==> config.mk <==
export PLATFORM = sky130hd
export DESIGN_NAME = trng_status_ctrl
export DESIGN_NICKNAME = d
export VERILOG_FILES = /design/src/rtl/trng_status_ctrl.sv
export SDC_FILE = /design/constraint.sdc
export NUM_CORES = 1
export LEC_CHECK = 0
export CAP_MARGIN = 20
export CORE_ASPECT_RATIO = 1.2
export CORE_MARGIN = 8
export CORE_UTILIZATION = 58
export DETAILED_ROUTE_END_ITERATION = 6
export MAX_ROUTING_LAYER = met4
export PLACE_DENSITY_LB_ADDON = 0.05
export SLEW_MARGIN = 10
export SYNTH_ARGS = -nofsm -noshare
export SYNTH_HDL_FRONTEND = slang
export SYNTH_SLANG_ARGS = --single-unit
==> constraint.sdc <==
create_clock -name i_clk -period 2.2 [get_ports i_clk]
set_input_delay 0.44 -clock i_clk [delete_from_list [all_inputs] [get_ports i_clk]]
set_output_delay 0.44 -clock i_clk [all_outputs]
set_load 0.05 [all_outputs]
==> src/rtl/trng_status_ctrl.sv <==
// trng_status_ctrl: board housekeeping for TRNG top levels.
//   - Core reset generation from PLL lock with a hold counter and
//     filtered lock-loss re-entry (HOLD -> RUN <-> LOSS -> HOLD).
//   - Status LED bank fed by periodic sampling of one of N_CH packed
//     status channels, selected manually or by auto-rotation.
// Optional feature macro: STATUS_HEARTBEAT_EN adds o_heartbeat, which
// toggles on every sample tick while the core is out of reset.
module trng_status_ctrl #(
    parameter int RST_CYCLES   = 134217728,
    parameter int LOCK_FILT    = 8,
    parameter int SAMPLE_SHIFT = 23,
    parameter int N_CH         = 4,
    parameter int DAT_W        = 4,
    parameter int LED_W        = 4,
    parameter int ROT_TICKS    = 8,
    localparam int CH_W        = (N_CH > 1) ? $clog2(N_CH) : 1
) (
    input  logic                    i_clk,
    input  logic                    i_reset,
    input  logic                    i_pll_lock,
    input  logic [N_CH*DAT_W-1:0]   i_dat,
    input  logic                    i_auto,
    input  logic [CH_W-1:0]         i_ch_sel,
    output logic                    o_core_reset,
    output logic [LED_W-1:0]        o_led,
    output logic [CH_W-1:0]         o_ch
`ifdef STATUS_HEARTBEAT_EN
    ,
    output logic                    o_heartbeat
`endif
);

    // Counter widths: each counter only ever stores values up to LIMIT-1,
    // the terminal value is detected before the increment.
    localparam int HOLD_W = $clog2(RST_CYCLES);
    localparam int LOSS_W = (LOCK_FILT > 1) ? $clog2(LOCK_FILT) : 1;
    localparam int ROT_W  = (ROT_TICKS > 1) ? $clog2(ROT_TICKS) : 1;

    localparam logic [HOLD_W-1:0] HOLD_LAST = HOLD_W'(RST_CYCLES - 1);
    localparam logic [LOSS_W-1:0] LOSS_LAST = LOSS_W'(LOCK_FILT - 1);
    localparam logic [ROT_W-1:0]  ROT_LAST  = ROT_W'(ROT_TICKS - 1);
    localparam logic [CH_W-1:0]   CH_MAX    = CH_W'(N_CH - 1);

    typedef enum logic [1:0] {
        HOLD = 2'd0,
        RUN  = 2'd1,
        LOSS = 2'd2
    } state_t;

    state_t                  state_r, state_n_s;
    logic [HOLD_W-1:0]       hold_cnt_r, hold_cnt_n_s;
    logic [LOSS_W-1:0]       loss_cnt_r, loss_cnt_n_s;
    logic                    core_reset_r;
    logic [SAMPLE_SHIFT-1:0] tick_cnt_r;
    logic                    tick_s;
    logic [ROT_W-1:0]        rot_cnt_r, rot_cnt_n_s;
    logic [CH_W-1:0]         nch_s;
    logic [CH_W-1:0]         ch_r;
    logic [LED_W-1:0]        led_r;
    logic [DAT_W-1:0]        ch_dat_s;
    logic [LED_W-1:0]        led_n_s;
    int                      ch_base_s;

    assign o_core_reset = core_reset_r;
    assign o_led        = led_r;
    assign o_ch         = ch_r;

    // Sample tick only exists while the core is out of reset.
    assign tick_s = ~core_reset_r & (&tick_cnt_r);

    // Reset FSM next-state: hold counting, lock-loss filtering.
    always_comb begin
        state_n_s    = state_r;
        hold_cnt_n_s = hold_cnt_r;
        loss_cnt_n_s = loss_cnt_r;
        case (state_r)
            HOLD: begin
                if (i_pll_lock) begin
                    if (hold_cnt_r == HOLD_LAST) begin
                        state_n_s    = RUN;
                        hold_cnt_n_s = '0;
                    end else begin
                        hold_cnt_n_s = hold_cnt_r + HOLD_W'(1);
                    end
                end else begin
                    hold_cnt_n_s = '0;
                end
            end
            RUN: begin
                if (!i_pll_lock) begin
                    if (LOCK_FILT == 1) begin
                        state_n_s    = HOLD;
                        hold_cnt_n_s = '0;
                    end else begin
                        state_n_s    = LOSS;
                        loss_cnt_n_s = LOSS_W'(1);
                    end
                end else begin
                    loss_cnt_n_s = '0;
                end
            end
            LOSS: begin
                if (i_pll_lock) begin
                    state_n_s    = RUN;
                    loss_cnt_n_s = '0;
                end else if (loss_cnt_r == LOSS_LAST) begin
                    state_n_s    = HOLD;
                    loss_cnt_n_s = '0;
                    hold_cnt_n_s = '0;
                end else begin
                    loss_cnt_n_s = loss_cnt_r + LOSS_W'(1);
                end
            end
            default: begin
                state_n_s    = HOLD;
                hold_cnt_n_s = '0;
                loss_cnt_n_s = '0;
            end
        endcase
    end

    // Reset FSM state, counters and the registered core reset.
    always_ff @(posedge i_clk or posedge i_reset) begin
        if (i_reset) begin
            state_r      <= HOLD;
            hold_cnt_r   <= '0;
            loss_cnt_r   <= '0;
            core_reset_r <= 1'b1;
        end else begin
            state_r      <= state_n_s;
            hold_cnt_r   <= hold_cnt_n_s;
            loss_cnt_r   <= loss_cnt_n_s;
            core_reset_r <= (state_n_s == HOLD);
        end
    end

    // Sample tick counter: runs out of reset, restarts on every HOLD entry.
    always_ff @(posedge i_clk or posedge i_reset) begin
        if (i_reset) begin
            tick_cnt_r <= '0;
        end else if (state_n_s == HOLD) begin
            tick_cnt_r <= '0;
        end else if (!core_reset_r) begin
            tick_cnt_r <= tick_cnt_r + SAMPLE_SHIFT'(1);
        end else begin
            tick_cnt_r <= tick_cnt_r;
        end
    end

    // Channel choice for the next tick: clamped manual select or rotation.
    always_comb begin
        nch_s       = ch_r;
        rot_cnt_n_s = rot_cnt_r;
        if (i_auto) begin
            if (rot_cnt_r == ROT_LAST) begin
                rot_cnt_n_s = '0;
                if (ch_r == CH_MAX) begin
                    nch_s = '0;
                end else begin
                    nch_s = ch_r + CH_W'(1);
                end
            end else begin
                rot_cnt_n_s = rot_cnt_r + ROT_W'(1);
            end
        end else begin
            rot_cnt_n_s = '0;
            if (i_ch_sel > CH_MAX) begin
                nch_s = CH_MAX;
            end else begin
                nch_s = i_ch_sel;
            end
        end
    end

    assign ch_base_s = int'(nch_s) * DAT_W;
    assign ch_dat_s  = i_dat[ch_base_s +: DAT_W];

    generate
        if (DAT_W >= LED_W) begin : g_led_trunc
            assign led_n_s = ch_dat_s[LED_W-1:0];
        end else begin : g_led_zext
            assign led_n_s = {{(LED_W - DAT_W){1'b0}}, ch_dat_s};
        end
    endgenerate

    // Display registers: channel index and LED value change together on ticks.
    always_ff @(posedge i_clk or posedge i_reset) begin
        if (i_reset) begin
            rot_cnt_r <= '0;
            ch_r      <= '0;
            led_r     <= '0;
        end else if (tick_s) begin
            rot_cnt_r <= rot_cnt_n_s;
            ch_r      <= nch_s;
            led_r     <= led_n_s;
        end else begin
            rot_cnt_r <= rot_cnt_r;
            ch_r      <= ch_r;
            led_r     <= led_r;
        end
    end

`ifdef STATUS_HEARTBEAT_EN
    logic heartbeat_r;
    assign o_heartbeat = heartbeat_r;

    // Heartbeat: toggles per tick while running, held low in HOLD.
    always_ff @(posedge i_clk or posedge i_reset) begin
        if (i_reset) begin
            heartbeat_r <= 1'b0;
        end else if (state_n_s == HOLD) begin
            heartbeat_r <= 1'b0;
        end else if (tick_s) begin
            heartbeat_r <= ~heartbeat_r;
        end else begin
            heartbeat_r <= heartbeat_r;
        end
    end
`endif

endmodule

**Sequential cells grouped by signal name**

Bar = 20 um. Other sequential cells in the stronger grey, the rest of the logic in the fainter grey.
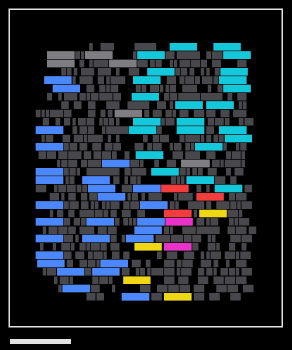
rot_cnt_r: drawn in red, placed flops 3. o_ch: drawn in magenta, placed flops 2. hold_cnt_r: drawn in blue, placed flops 27. tick_cnt_r: drawn in cyan, placed flops 23. o_led: drawn in yellow, placed flops 4, where bottom middle.
Another 6 sequential cells are not coloured.

**The clock network**

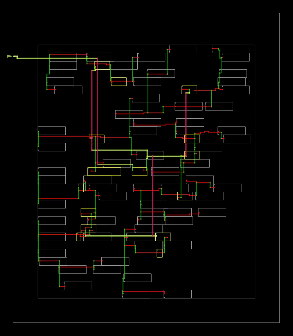
final clock skew: 0.007833 ns
clock sink total: 65

**Close-up of the layout**

Window x 51 to 81, y 11 to 41 um. Cells in grey, sequential cells in the stronger grey; small squares are vias.
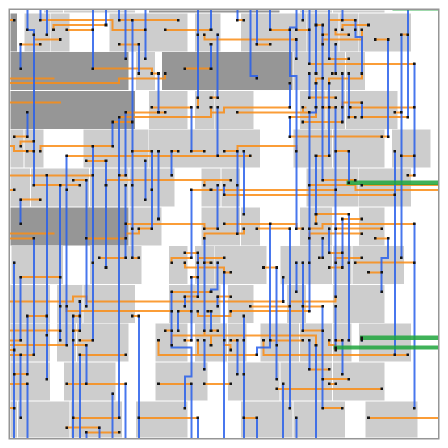
metal 2: drawn in blue. metal 1: drawn in orange. metal 3: drawn in green.
Most frequent: clkdlybuf4s50_1 (18), mux2i_1 (9), nor2_1 (9). Netlist names of flops here include o_ch (2). 77 logic cells have their middle in the window. Sequential cells in the window: 4.

**Routed clock nets over the placement**

Bar = 20 um.
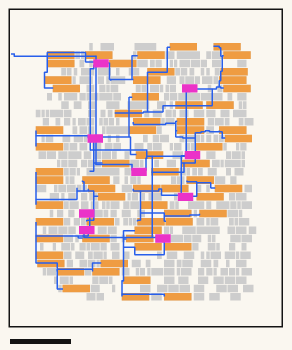
clock drivers: drawn in magenta, count 9. clock wires: drawn in blue, length 813 um. flip-flops: drawn in orange, count 65.
There are 10 routed clock nets. Position of the flops: all over the die.

==> power by group <==
group,switching [mW],internal (mW)
logic,0.141,0.113
registers,0.0124,1.21
clock network,0.432,0.576
total,0.586,1.90
==> metal layers <==
layer / track usage / routed length, um / vias to the layer above
met5: - / 0 / -
li1: - / - / 1488
met1: 0.2207 / 3384 / 1486
met2: 0.3339 / 4156 / 41
met3: 0.04147 / 240 / 15
met4: 0.07953 / 151 / 0
==> path summary, 6_finish.rpt <==
path                       depth (start not counted)                         end  slack [ns]
setup / recovery                                   8        o_led[1]$_DFFE_PP0P_        0.12
hold / removal                                     1  hold_cnt_r[26]$_DFFE_PP0P_        0.48
setup reg to reg                                   8        o_led[1]$_DFFE_PP0P_        0.12
hold reg to reg                                    1  hold_cnt_r[26]$_DFFE_PP0P_        0.48
max in group asynchronous                          3      o_core_reset$_DFF_PP1_        1.40
min in group asynchronous                          3  tick_cnt_r[20]$_DFFE_PP0P_        0.49
==> what timing repair did <==
item | CTS | global route
endpoints found under the setup margin | 26 | 32
gates cloned | 1 | 0
buffers inserted | 0 | 2
resized | 3 | 5
pin swaps | 1 | 2
==> sequential cells by signal, indices dropped and copies added, names as in the netlist <==
register	flops
tick_cnt_r	23
rot_cnt_r	3
hold_cnt_r	27
o_ch	2
loss_cnt_r	3
o_led	4
o_core_reset	1
state_r	2
==> stage by stage <==
stage | power [mW] | TNS, ns
5_1_grt | 2.587 | 0
3_5_place_dp | 1.501 | -7.125
3_3_place_gp | 1.496 | -5.111
4_1_cts | 2.504 | 0
6_report | 2.487 | 0
2_1_floorplan | 1.384 | 0
==> layout make-up <==
class                      instances  area, um^2
multi-input combinational        300        1966
clock buffer                      12       155.1
inverter                           7       26.28
timing repair buffer              69       623.1
sequential                        65        1628
clock inverter                     3       40.04
tap                               82       102.6
fill                             468        1549
==> GITHUB_STEP_SUMMARY <==
## PnR job results

| Metric | Value |
|---|---|
| Cts hold-fix bufs | `0` |
| Non-Filler Instances | `538` |
| Die H | `103.1 um` |
| MaxCap Viol Count | `0` |
| CTS H-tree lvls | `3` |
| Initial antenna violation count | `0` |
| Post-synth seq share | `0.4437` |
| Final worst slack | `0.1163 ns` |
| Port bufs | `28` |
| Hold Path Origin | `hold_cnt_r[26]$_DFFE_PP0P_` |
| N_diodes | `0` |
| CTS Buf Count | `9` |
| Critical path's slowest cell | `dfrtp_1` |
| Drt first-iter violations | `107` |
| Worst skew pair latency | `0.34 ns` |
| Adder share | `0.03752` |
| Core region area | `0.006090 mm^2` |
| Power per cell area | `547.7 mW/mm^2` |
| TritonCTS clock tree | `done` |
| Critical Path AT | `2.33 ns` |
| Final wirelength | `7932 um` |
| RSZ-0062 raised after global routing | `no` |
| Dominant comb cell | `simple AND/OR/NAND/NOR gates` |
| GR Overflow Total | `0` |
| Largest area contributor in the netlist | `dfrtp_1` |
| Critical path startpoint category | `flop` |
| XOR-XNOR Cells, Area Fraction | `0.1050` |
| Synth flops | `65` |
| Clock-pin transition on the worst setup and hold timing paths | `0.07 ns` |
| Number of top-level pins | `29` |
| Maximum number of pins on one net before global-route repair | `66` |
| Syn_nets | `423` |
| Headroom to the max-slew limit | `0.3565` |
| # DRC | `0` |
| CP required | `2.45 ns` |
| Min Hold Slack | `0.4798 ns` |
| Post-DRT Antenna Nets | `0` |
| Outcome | `complete, no violations` |
| Synth top cell by count | `dfrtp_1` |
| First-pass GRT wire length | `13670 um` |
| Yosys synthesis chip area | `0.003669 mm^2` |
| Final #Nets | `485` |
| Crit-path cells | `ha_1, ha_2, or3b_1, a31oi_4, buf_4, a21oi_1, a32o_1, o21ai_0` |
| FP Util | `0.6024` |
| Fin crit share | `0.9471` |
| Async set-reset flop share out of synthesis | `1.000` |
| Top cells by count | `dfrtp_1 (64), nor2_1 (45), nand2_1 (44)` |
| Synth-to-layout area growth | `23.77%` |
| Commonest Layout Cell | `dfrtp_1` |
| Post-Syn Area | `0.003669 mm^2` |
| Highest fanout seen on the critical path | `6` |
| Crit path from | `rot_cnt_r[0]$_DFFE_PP0P_` |
| Synth Warn # | `0` |
| CP bufs+invs | `1` |
| CP endpoint kind | `flop` |
| Drt via density | `5.632` |
| Final Util | `0.7456` |
| Die span in x | `88.60 um` |
| Post-DR wirelength/cell | `14.74 um` |
| Max incr delay on CP | `0.39 ns` |
| Area share, top type | `0.4366` |
| Top area cell types | `dfrtp_1 (44%), xor2_1 (6.2%), nor2_1 (4.6%)` |
| Post-Synthesis Cells | `390` |
| # rows | `31` |
| Basic Gates by Area | `0.2715` |
| Multiplexer share | `0.03342` |
| CTS root buf | `clkbuf_8` |
| P_leak | `1.995 nW` |
| Fin. max-slew vios | `0` |
| Detail Placement HPWL | `5403 um` |
| CP delay by family, top | `AND-OR/OR-AND gates` |
| Commonest flop | `dfrtp_1` |
| Final Hold Violating Endpoints | `0` |
| Achievable frequency | `479.9 MHz` |
| Die area | `0.009136 mm^2` |
| Flip-flops with a built-in enable | `0` |
| Final setup violation count | `0` |
| Most frequent logic cells in the routed design | `dfrtp_1 (64), nor2_1 (45), nand2_1 (44), buf_4 (39), clkdlybuf4s50_1 (27)` |
Power figures rest on the tool's default switching activity, not on a simulated workload.
